### Met1 routing, run 1

Supply wires on this layer in grey.
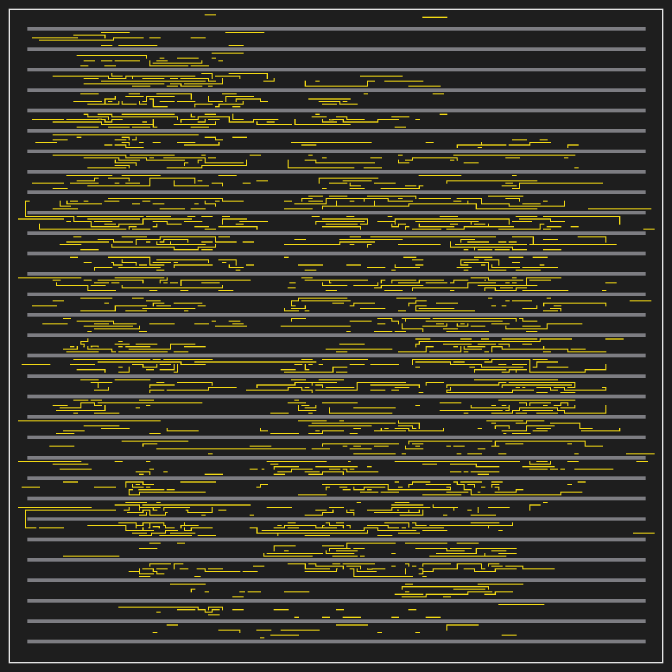
### Placed standard cells, run 1

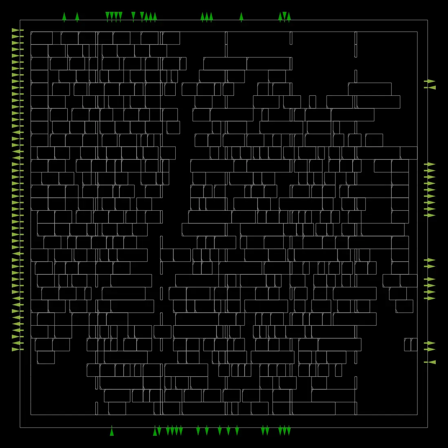
### Routed metal per tile, run 1

The die is cut into 17 by 17 equal tiles; black is low, pale yellow is high, scaled to the fullest tile. Values are wire area over tile area, all layers added.
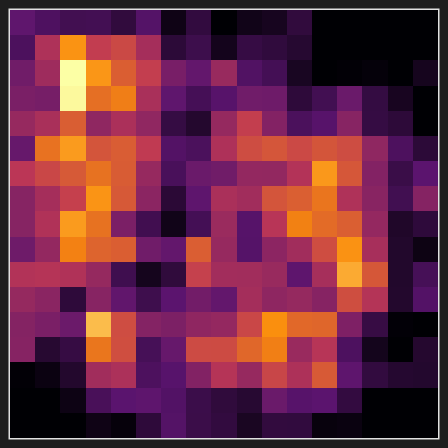
==> config.mk <==
export PLATFORM = sky130hd
export DESIGN_NAME = hazard_ctrl
export DESIGN_NICKNAME = d
export VERILOG_FILES = /design/src/rtl/hazard_ctrl_pkg.sv /design/src/rtl/mdu_busy_tracker.sv /design/src/rtl/hazard_ctrl.sv
export SDC_FILE = /design/constraint.sdc
export NUM_CORES = 1
export LEC_CHECK = 0
export CORE_MARGIN = 2
export CORE_UTILIZATION = 47
export DETAILED_ROUTE_END_ITERATION = 6
export GPL_ROUTABILITY_DRIVEN = 0
export PLACE_DENSITY = 0.85
export SLEW_MARGIN = 20
export SYNTH_ARGS = -nofsm -noshare
export SYNTH_HDL_FRONTEND = slang
export SYNTH_HIERARCHICAL = 1
export SYNTH_SLANG_ARGS = --single-unit
==> constraint.sdc <==
create_clock -name clk -period 5.76 [get_ports clk]
set_input_delay 1.728 -clock clk [delete_from_list [all_inputs] [get_ports clk]]
set_output_delay 1.728 -clock clk [all_outputs]
set_load 0.01 [all_outputs]
==> src/rtl/hazard_ctrl_pkg.sv <==
// Shared constants for the hazard controller: forward-select encodings,
// the CP0 EPC register number and default MDU latencies.
package hazard_ctrl_pkg;

  localparam logic [1:0] FWD_NONE = 2'b00;
  localparam logic [1:0] FWD_MEM  = 2'b01;
  localparam logic [1:0] FWD_WB   = 2'b10;

  localparam logic [4:0] EPC_ID = 5'd14;

  localparam int DEF_MULT_CYCLES = 5;
  localparam int DEF_DIV_CYCLES  = 10;

  // $0 is never forwarded; a MEM-stage producer is younger than WB and wins.
  function automatic logic [1:0] fwd_sel(input logic [4:0] src,
                                         input logic [4:0] dst_m,
                                         input logic [4:0] dst_w,
                                         input logic       wr_m,
                                         input logic       wr_w);
    logic [1:0] sel;
    sel = FWD_NONE;
    if (src != 5'd0) begin
      if (wr_m && (src == dst_m))      sel = FWD_MEM;
      else if (wr_w && (src == dst_w)) sel = FWD_WB;
    end
    return sel;
  endfunction

endpackage

==> src/rtl/mdu_busy_tracker.sv <==
// Counts down the remaining busy cycles of a multiply/divide issued in EX;
// an exception in MEM aborts the operation and wins over a new issue.
module mdu_busy_tracker
  import hazard_ctrl_pkg::*;
#(
  parameter int MULT_CYCLES = DEF_MULT_CYCLES,
  parameter int DIV_CYCLES  = DEF_DIV_CYCLES
) (
  input  logic clk,
  input  logic reset,
  input  logic start,
  input  logic is_div,
  input  logic exc,
  output logic busy
);

  localparam int CW = $clog2(DIV_CYCLES + 1);
  localparam logic [CW-1:0] MULT_LD = CW'(MULT_CYCLES);
  localparam logic [CW-1:0] DIV_LD  = CW'(DIV_CYCLES);

  logic [CW-1:0] cnt;

  always_ff @(posedge clk or posedge reset) begin
    if (reset)           cnt <= '0;
    else if (exc)        cnt <= '0;
    else if (start)      cnt <= is_div ? DIV_LD : MULT_LD;
    else if (cnt != '0)  cnt <= cnt - 1'b1;
  end

  // The issuing cycle already counts as busy so a dependent op in ID stalls.
  assign busy = (cnt != '0) | start;

endmodule

==> src/rtl/hazard_ctrl.sv <==
// Pipeline hazard unit: operand forwarding, load/early-use/MDU stalls,
// exception flushes, EPC bypass and a saturating stall-cycle counter.
module hazard_ctrl
  import hazard_ctrl_pkg::*;
#(
  parameter int MULT_CYCLES = DEF_MULT_CYCLES,
  parameter int DIV_CYCLES  = DEF_DIV_CYCLES,
  parameter int CNT_W       = 32
) (
  input  logic             clk,
  input  logic             reset,
  input  logic [4:0]       RsD,
  input  logic [4:0]       RtD,
  input  logic [4:0]       RsE,
  input  logic [4:0]       RtE,
  input  logic [4:0]       RegAddrE,
  input  logic [4:0]       RegAddrM,
  input  logic [4:0]       RegAddrW,
  input  logic             RegWriteE,
  input  logic             RegWriteM,
  input  logic             RegWriteW,
  input  logic             MemtoRegE,
  input  logic             MemtoRegM,
  input  logic             cpztoRegE,
  input  logic             cpztoRegM,
  input  logic             EarlyUseD,
  input  logic             MDUStartE,
  input  logic             MDUIsDivE,
  input  logic             MDUUseD,
  input  logic             cpzWriteE,
  input  logic             ERETD,
  input  logic             ExcHandle,
  input  logic             StallCntClr,
  output logic [1:0]       Forward_A_D,
  output logic [1:0]       Forward_B_D,
  output logic [1:0]       Forward_A_E,
  output logic [1:0]       Forward_B_E,
  output logic             Forward_EPC,
  output logic             pc_Exc,
  output logic             pc_ERET,
  output logic             Stall_PC,
  output logic             Stall_IF_ID,
  output logic             Stall_ID_EX,
  output logic             Stall_EX_MEM,
  output logic             Stall_MEM_WB,
  output logic             Flush_IF_ID,
  output logic             Flush_ID_EX,
  output logic             Flush_EX_MEM,
  output logic             Flush_MEM_WB,
  output logic             MDUBusy,
  output logic             MDUCLR,
  output logic [CNT_W-1:0] StallCnt
);

  logic src_hit_e, src_hit_m;
  logic load_use_stall, early_use_stall, mdu_stall, any_stall;

  assign Forward_A_D = fwd_sel(RsD, RegAddrM, RegAddrW, RegWriteM, RegWriteW);
  assign Forward_B_D = fwd_sel(RtD, RegAddrM, RegAddrW, RegWriteM, RegWriteW);
  assign Forward_A_E = fwd_sel(RsE, RegAddrM, RegAddrW, RegWriteM, RegWriteW);
  assign Forward_B_E = fwd_sel(RtE, RegAddrM, RegAddrW, RegWriteM, RegWriteW);

  assign src_hit_e = (RegAddrE != 5'd0) && ((RegAddrE == RsD) || (RegAddrE == RtD));
  assign src_hit_m = (RegAddrM != 5'd0) && ((RegAddrM == RsD) || (RegAddrM == RtD));

  // Late results (load, MFC0) cannot be forwarded into EX from EX itself.
  assign load_use_stall  = (MemtoRegE | cpztoRegE) && src_hit_e;
  // Branch/JR compare in ID needs the value one stage earlier than EX does.
  assign early_use_stall = EarlyUseD &&
                           ((RegWriteE && src_hit_e) ||
                            ((MemtoRegM | cpztoRegM) && src_hit_m));

  mdu_busy_tracker #(
    .MULT_CYCLES(MULT_CYCLES),
    .DIV_CYCLES (DIV_CYCLES)
  ) u_mdu_busy (
    .clk   (clk),
    .reset (reset),
    .start (MDUStartE),
    .is_div(MDUIsDivE),
    .exc   (ExcHandle),
    .busy  (MDUBusy)
  );

  assign mdu_stall = MDUBusy && MDUUseD;
  assign any_stall = load_use_stall | early_use_stall | mdu_stall;

  assign Stall_PC     = any_stall && !ExcHandle;
  assign Stall_IF_ID  = Stall_PC;
  assign Stall_ID_EX  = 1'b0;
  assign Stall_EX_MEM = 1'b0;
  assign Stall_MEM_WB = 1'b0;

  assign Flush_IF_ID  = 1'b0;
  assign Flush_ID_EX  = any_stall | ExcHandle;
  assign Flush_EX_MEM = ExcHandle;
  assign Flush_MEM_WB = ExcHandle;

  assign MDUCLR      = ExcHandle && MDUBusy;
  assign Forward_EPC = cpzWriteE && (RegAddrE == EPC_ID);
  assign pc_ERET     = ERETD;
  assign pc_Exc      = ExcHandle;

  always_ff @(posedge clk or posedge reset) begin
    if (reset)                         StallCnt <= '0;
    else if (StallCntClr)              StallCnt <= '0;
    else if (Stall_PC && ~&StallCnt)   StallCnt <= StallCnt + 1'b1;
  end

endmodule

==> impl_table.tex, run 1 <==
% Yosys + OpenROAD metrics
\begin{tabular}{lr}
\hline
Metric & Value \\
\hline
\multicolumn{2}{l}{\textbf{STA}} \\
Hold slack & 0.580 ns \\
Clock Skew & 0.00755 ns \\
Fin. Hold Viols & 0 \\
Transition time at the pin with the least slew margin & 1.04 ns \\
Highest Clock Rate & 177 MHz \\
\multicolumn{2}{l}{\textbf{Setup path}} \\
Worst flop-to-flop path startpoint & u\_mdu\_busy/cnt[0] \\
Crit start category & input pin \\
Slowest-stage cell, CP & sky130\_fd\_sc\_hd\_\_clkdlybuf4s50\_1 \\
Worst-case register-to-register setup slack & 3.23 ns \\
Worst setup EP type & primary output \\
End of the worst register-to-register path & StallCnt[30] \\
Required time of the worst setup path & 4.03 ns \\
Stage delay of the slowest cell on the critical path & 0.53 ns \\
\multicolumn{2}{l}{\textbf{Power}} \\
Internal power contribution & 438 µW \\
Peak supply drop & 0.0000805 V \\
Reported net switching power & 186 µW \\
Switch share & 29.8\% \\
Max power group & registers \\
\multicolumn{2}{l}{\textbf{Floorplanning}} \\
Cell row count & 30 \\
Die ar. & 7540 µm² \\
Floorplan-stage core utilization & 48.0\% \\
Width of the chip & 86.8 µm \\
\multicolumn{2}{l}{\textbf{Yosys}} \\
Number of synthesized flops with an enable pin & 0 \\
Post-synthesis adder-cell area fraction & 0.776\% \\
Count leader, synth & sky130\_fd\_sc\_hd\_\_dfrtp\_1 \\
Cell type contributing the most total cell area after synthesis & sky130\_fd\_sc\_hd\_\_dfrtp\_1 \\
YS chip area & 3220 µm² \\
Share of synthesized cell area in and-or and or-and compound cells & 13.8\% \\
Distinct cell type count of the synthesized netlist & 60 \\
Area of the mapped netlist & 3220 µm² \\
Dominant cell area share & 27.9\% \\
Area share of xor/xnor cells in the synthesized design & 13.3\% \\
\multicolumn{2}{l}{\textbf{Worst hold path}} \\
WHS Endpoint & StallCnt[14] \\
Worst min-delay path startpoint & StallCnt[14] \\
Hold Path Depth & 2 \\
\multicolumn{2}{l}{\textbf{Detailed routing}} \\
DR WL met2 & 4390 µm \\
Length of the first detailed-routing pass in iterations & 5 \\
\multicolumn{2}{l}{\textbf{Cells and area}} \\
Layout overhead on the synthesized area & 30.7\% \\
Inserted Diodes & 0 \\
Number of flip-flops under the largest register name & 32 \\
Count of multi-input combinational gates & 291 \\
Most frequent logic cell in the layout & sky130\_fd\_sc\_hd\_\_clkdlybuf4s50\_1 \\
Most frequent cells in the layout & 98 x sky130\_fd\_sc\_hd\_\_clkdlybuf4s50\_1, 36 x sky130\_fd\_sc\_hd\_\_dfrtp\_1, 28 x sky130\_fd\_sc\_hd\_\_nor2\_1 \\
Registers with the highest flip-flop counts & StallCnt x32, u\_mdu\_busy/cnt x4 \\
Fraction of final layout cells with drive strength greater than 1 & 9.09\% \\
FFs \& Latches & 36 \\
\multicolumn{2}{l}{\textbf{Placement}} \\
Dpl cells & 523 \\
Dpl hpwl & 6560 µm \\
\multicolumn{2}{l}{\textbf{Flow run}} \\
Reported max-cap violation count & 0 \\
\multicolumn{2}{l}{\textbf{Clock tree}} \\
Post-cts repair resize count & 0 \\
Clock tree from TritonCTS & yes \\
CTS root buf & sky130\_fd\_sc\_hd\_\_clkbuf\_8 \\
Clock slew at reported path FFs & 0.08 ns \\
Number of buffers between clock root and the deepest sink & 2 \\
\multicolumn{2}{l}{\textbf{Outcome}} \\
Result of the run & finished clean \\
\multicolumn{2}{l}{\textbf{GRT}} \\
Initial antenna violation count & 0 \\
Global-route wire length before repair & 13700 µm \\
Maximum number of pins on one net before global-route repair & 52 \\
GR met2 Demand/Resource & 40.7\% \\
\hline
\end{tabular}
About 'Met1 routing':
nets with wire on the layer = 432
longest straight run = 19.8 µm
main direction = horizontal
met1 Resource Use GR: 25.9%
DRT Wirelength: 8460 µm
detailed-route via count: 3125

About 'Placed standard cells':
final core occ: 62.7%
Std-Cell Core Area: 6720 µm²

About 'Routed metal per tile':
tiles over half the peak = 22%
nearly empty tiles = 11%
mean over tiles = 0.18
emptiest ninth of the die = north-east
fullest tile = 0.57
WL per Instance: 15.9 µm
GR Util All Layers: 22.3%

## Run 2: what changed since run 1
CORE_ASPECT_RATIO = 0.9   (was not set)
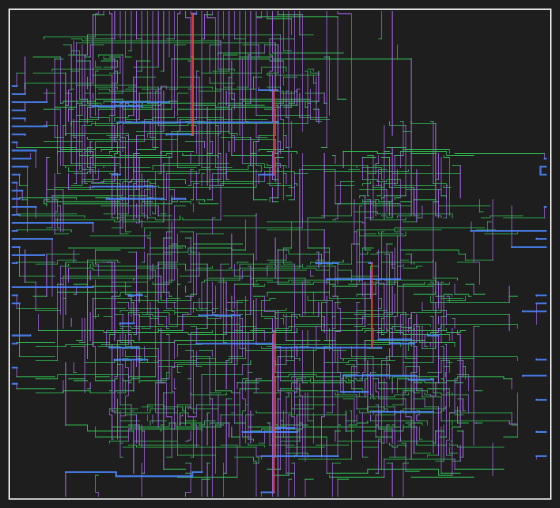
*Routed metal, one colour a layer, run 2*
metal 2 -> purple  # wire length 4220 µm
metal 4 -> red  # wire length 76.2 µm
metal 1 -> green  # wire length 3990 µm
metal 3 -> blue  # wire length 374 µm
detailed-route via count: 3121
GR Util All Layers: 22.7%
DRT Wirelength: 8660 µm
WL per Instance: 16.0 µm

==> impl_table.tex, run 2 <==
% Yosys + OpenROAD metrics
\begin{tabular}{lr}
\hline
Metric & Value \\
\hline
\multicolumn{2}{l}{\textbf{Outcome}} \\
Result of the run & finished clean \\
\multicolumn{2}{l}{\textbf{Setup path}} \\
Crit start category & input pin \\
Worst flop-to-flop path startpoint & u\_mdu\_busy/cnt[0] \\
Stage delay of the slowest cell on the critical path & 0.63 ns (+0.10 ns) \\
Slowest-stage cell, CP & sky130\_fd\_sc\_hd\_\_clkdlybuf4s50\_1 \\
CP Buf/Inv Count & 2 \\
Crit-path max FO & 5 \\
Required time of the worst setup path & 4.03 ns (about the same) \\
End of the worst register-to-register path & StallCnt[30] \\
Kind of critical path & in -> out \\
Worst-case register-to-register setup slack & 3.22 ns (about the same) \\
Number of cell instances on the worst register-to-register path & 9 \\
Worst setup EP type & primary output \\
Worst path depth & 8 \\
\multicolumn{2}{l}{\textbf{Yosys}} \\
Count leader, synth & sky130\_fd\_sc\_hd\_\_dfrtp\_1 \\
Yosys stat cell total & 365 \\
Post-synthesis adder-cell area fraction & 0.776\% (unchanged) \\
YS chip area & 3220 µm² (unchanged) \\
Share of synthesized cell area in and-or and or-and compound cells & 13.8\% (unchanged) \\
Number of synthesized flops with an enable pin & 0 (unchanged) \\
Area of the mapped netlist & 3220 µm² (unchanged) \\
Cell type contributing the most total cell area after synthesis & sky130\_fd\_sc\_hd\_\_dfrtp\_1 \\
Dominant cell area share & 27.9\% (unchanged) \\
Area share of xor/xnor cells in the synthesized design & 13.3\% (unchanged) \\
Cells taking the most area after synthesis & sky130\_fd\_sc\_hd\_\_dfrtp\_1 28\%, sky130\_fd\_sc\_hd\_\_xor2\_1 6.8\%, sky130\_fd\_sc\_hd\_\_xnor2\_1 6.5\% \\
Distinct cell type count of the synthesized netlist & 60 (unchanged) \\
\multicolumn{2}{l}{\textbf{Placement}} \\
Dpl hpwl & 6430 µm (-2.0\%) \\
Dpl cells & 532 (+1.7\%) \\
Post-DP Area & 4130 µm² \\
Worst slack at placement & 0.101 ns \\
\multicolumn{2}{l}{\textbf{STA}} \\
Transition time at the pin with the least slew margin & 0.520 ns (-0.519 ns) \\
Tcrit/Tclk final & 98.0\% \\
Slew Viols, Final & 0 \\
Clock Skew & 0.00479 ns (-0.00277 ns) \\
Crit path time final & 5.65 ns \\
Highest Clock Rate & 177 MHz (about the same) \\
Hold slack & 0.578 ns (-0.00140 ns) \\
Fin. Hold Viols & 0 (unchanged) \\
\multicolumn{2}{l}{\textbf{Power}} \\
Peak supply drop & 0.000106 V (+32\%) \\
Max power group & registers \\
Switch share & 28.9\% (-0.90 points) \\
Power per cell area & 155 nW/µm² \\
Internal power contribution & 469 µW (+6.9\%) \\
Reported net switching power & 191 µW (+2.4\%) \\
Relative contribution of sequential cells to total power & 39.8\% \\
\multicolumn{2}{l}{\textbf{Floorplanning}} \\
Cell row count & 28 (-6.7\%) \\
Floorplan-stage core utilization & 48.7\% (+0.71 points) \\
Die height & 82.6 µm \\
Width of the chip & 91.3 µm (+5.2\%) \\
Std-Cell Core Area & 6620 µm² (-1.5\%) \\
Die ar. & 7540 µm² (about the same) \\
\multicolumn{2}{l}{\textbf{Detailed routing}} \\
Length of the first detailed-routing pass in iterations & 4 (-1) \\
Remaining DRCs & 0 \\
DR WL met2 & 4220 µm (-3.9\%) \\
\multicolumn{2}{l}{\textbf{Flow run}} \\
Reported max-cap violation count & 0 (unchanged) \\
\multicolumn{2}{l}{\textbf{Cells and area}} \\
Final core occ & 64.1\% (+1.4 points) \\
Inserted Diodes & 0 (unchanged) \\
Most frequent cells in the layout & 97 x sky130\_fd\_sc\_hd\_\_clkdlybuf4s50\_1, 36 x sky130\_fd\_sc\_hd\_\_dfrtp\_1, 28 x sky130\_fd\_sc\_hd\_\_nor2\_1 \\
Number of filler cells placed in the layout & 524 \\
Most frequent logic cell in the layout & sky130\_fd\_sc\_hd\_\_clkdlybuf4s50\_1 \\
Combinational share of cell area & 48.1\% \\
Registers with the highest flip-flop counts & StallCnt x32, u\_mdu\_busy/cnt x4 \\
Fraction of final layout cells with drive strength greater than 1 & 9.11\% (+0.020 points) \\
FFs \& Latches & 36 (unchanged) \\
Number of flip-flops under the largest register name & 32 (unchanged) \\
\# nets final & 503 \\
Layout overhead on the synthesized area & 31.7\% \\
Count of multi-input combinational gates & 291 (unchanged) \\
Clock network area share & 2.53\% \\
\multicolumn{2}{l}{\textbf{GRT}} \\
Met1 Resource Use GR & 31.7\% (+5.8 points) \\
Global-route wire length before repair & 14000 µm (+2.5\%) \\
GR met2 Demand/Resource & 37.3\% (-3.5 points) \\
Maximum number of pins on one net before global-route repair & 52 (unchanged) \\
Initial antenna violation count & 0 (unchanged) \\
\multicolumn{2}{l}{\textbf{Clock tree}} \\
CTS root buf & sky130\_fd\_sc\_hd\_\_clkbuf\_8 \\
Clock tree from TritonCTS & yes \\
Clock slew at reported path FFs & 0.07 ns (about the same) \\
Post-cts repair resize count & 0 (unchanged) \\
Number of buffers between clock root and the deepest sink & 2 (unchanged) \\
Post-CTS setup buffers & 0 \\
\multicolumn{2}{l}{\textbf{Worst hold path}} \\
Hold Path Depth & 2 (unchanged) \\
WHS Endpoint & StallCnt[31] \\
Worst min-delay path startpoint & StallCnt[31] \\
\hline
\end{tabular}
Power is estimated from default activity; no workload was simulated.
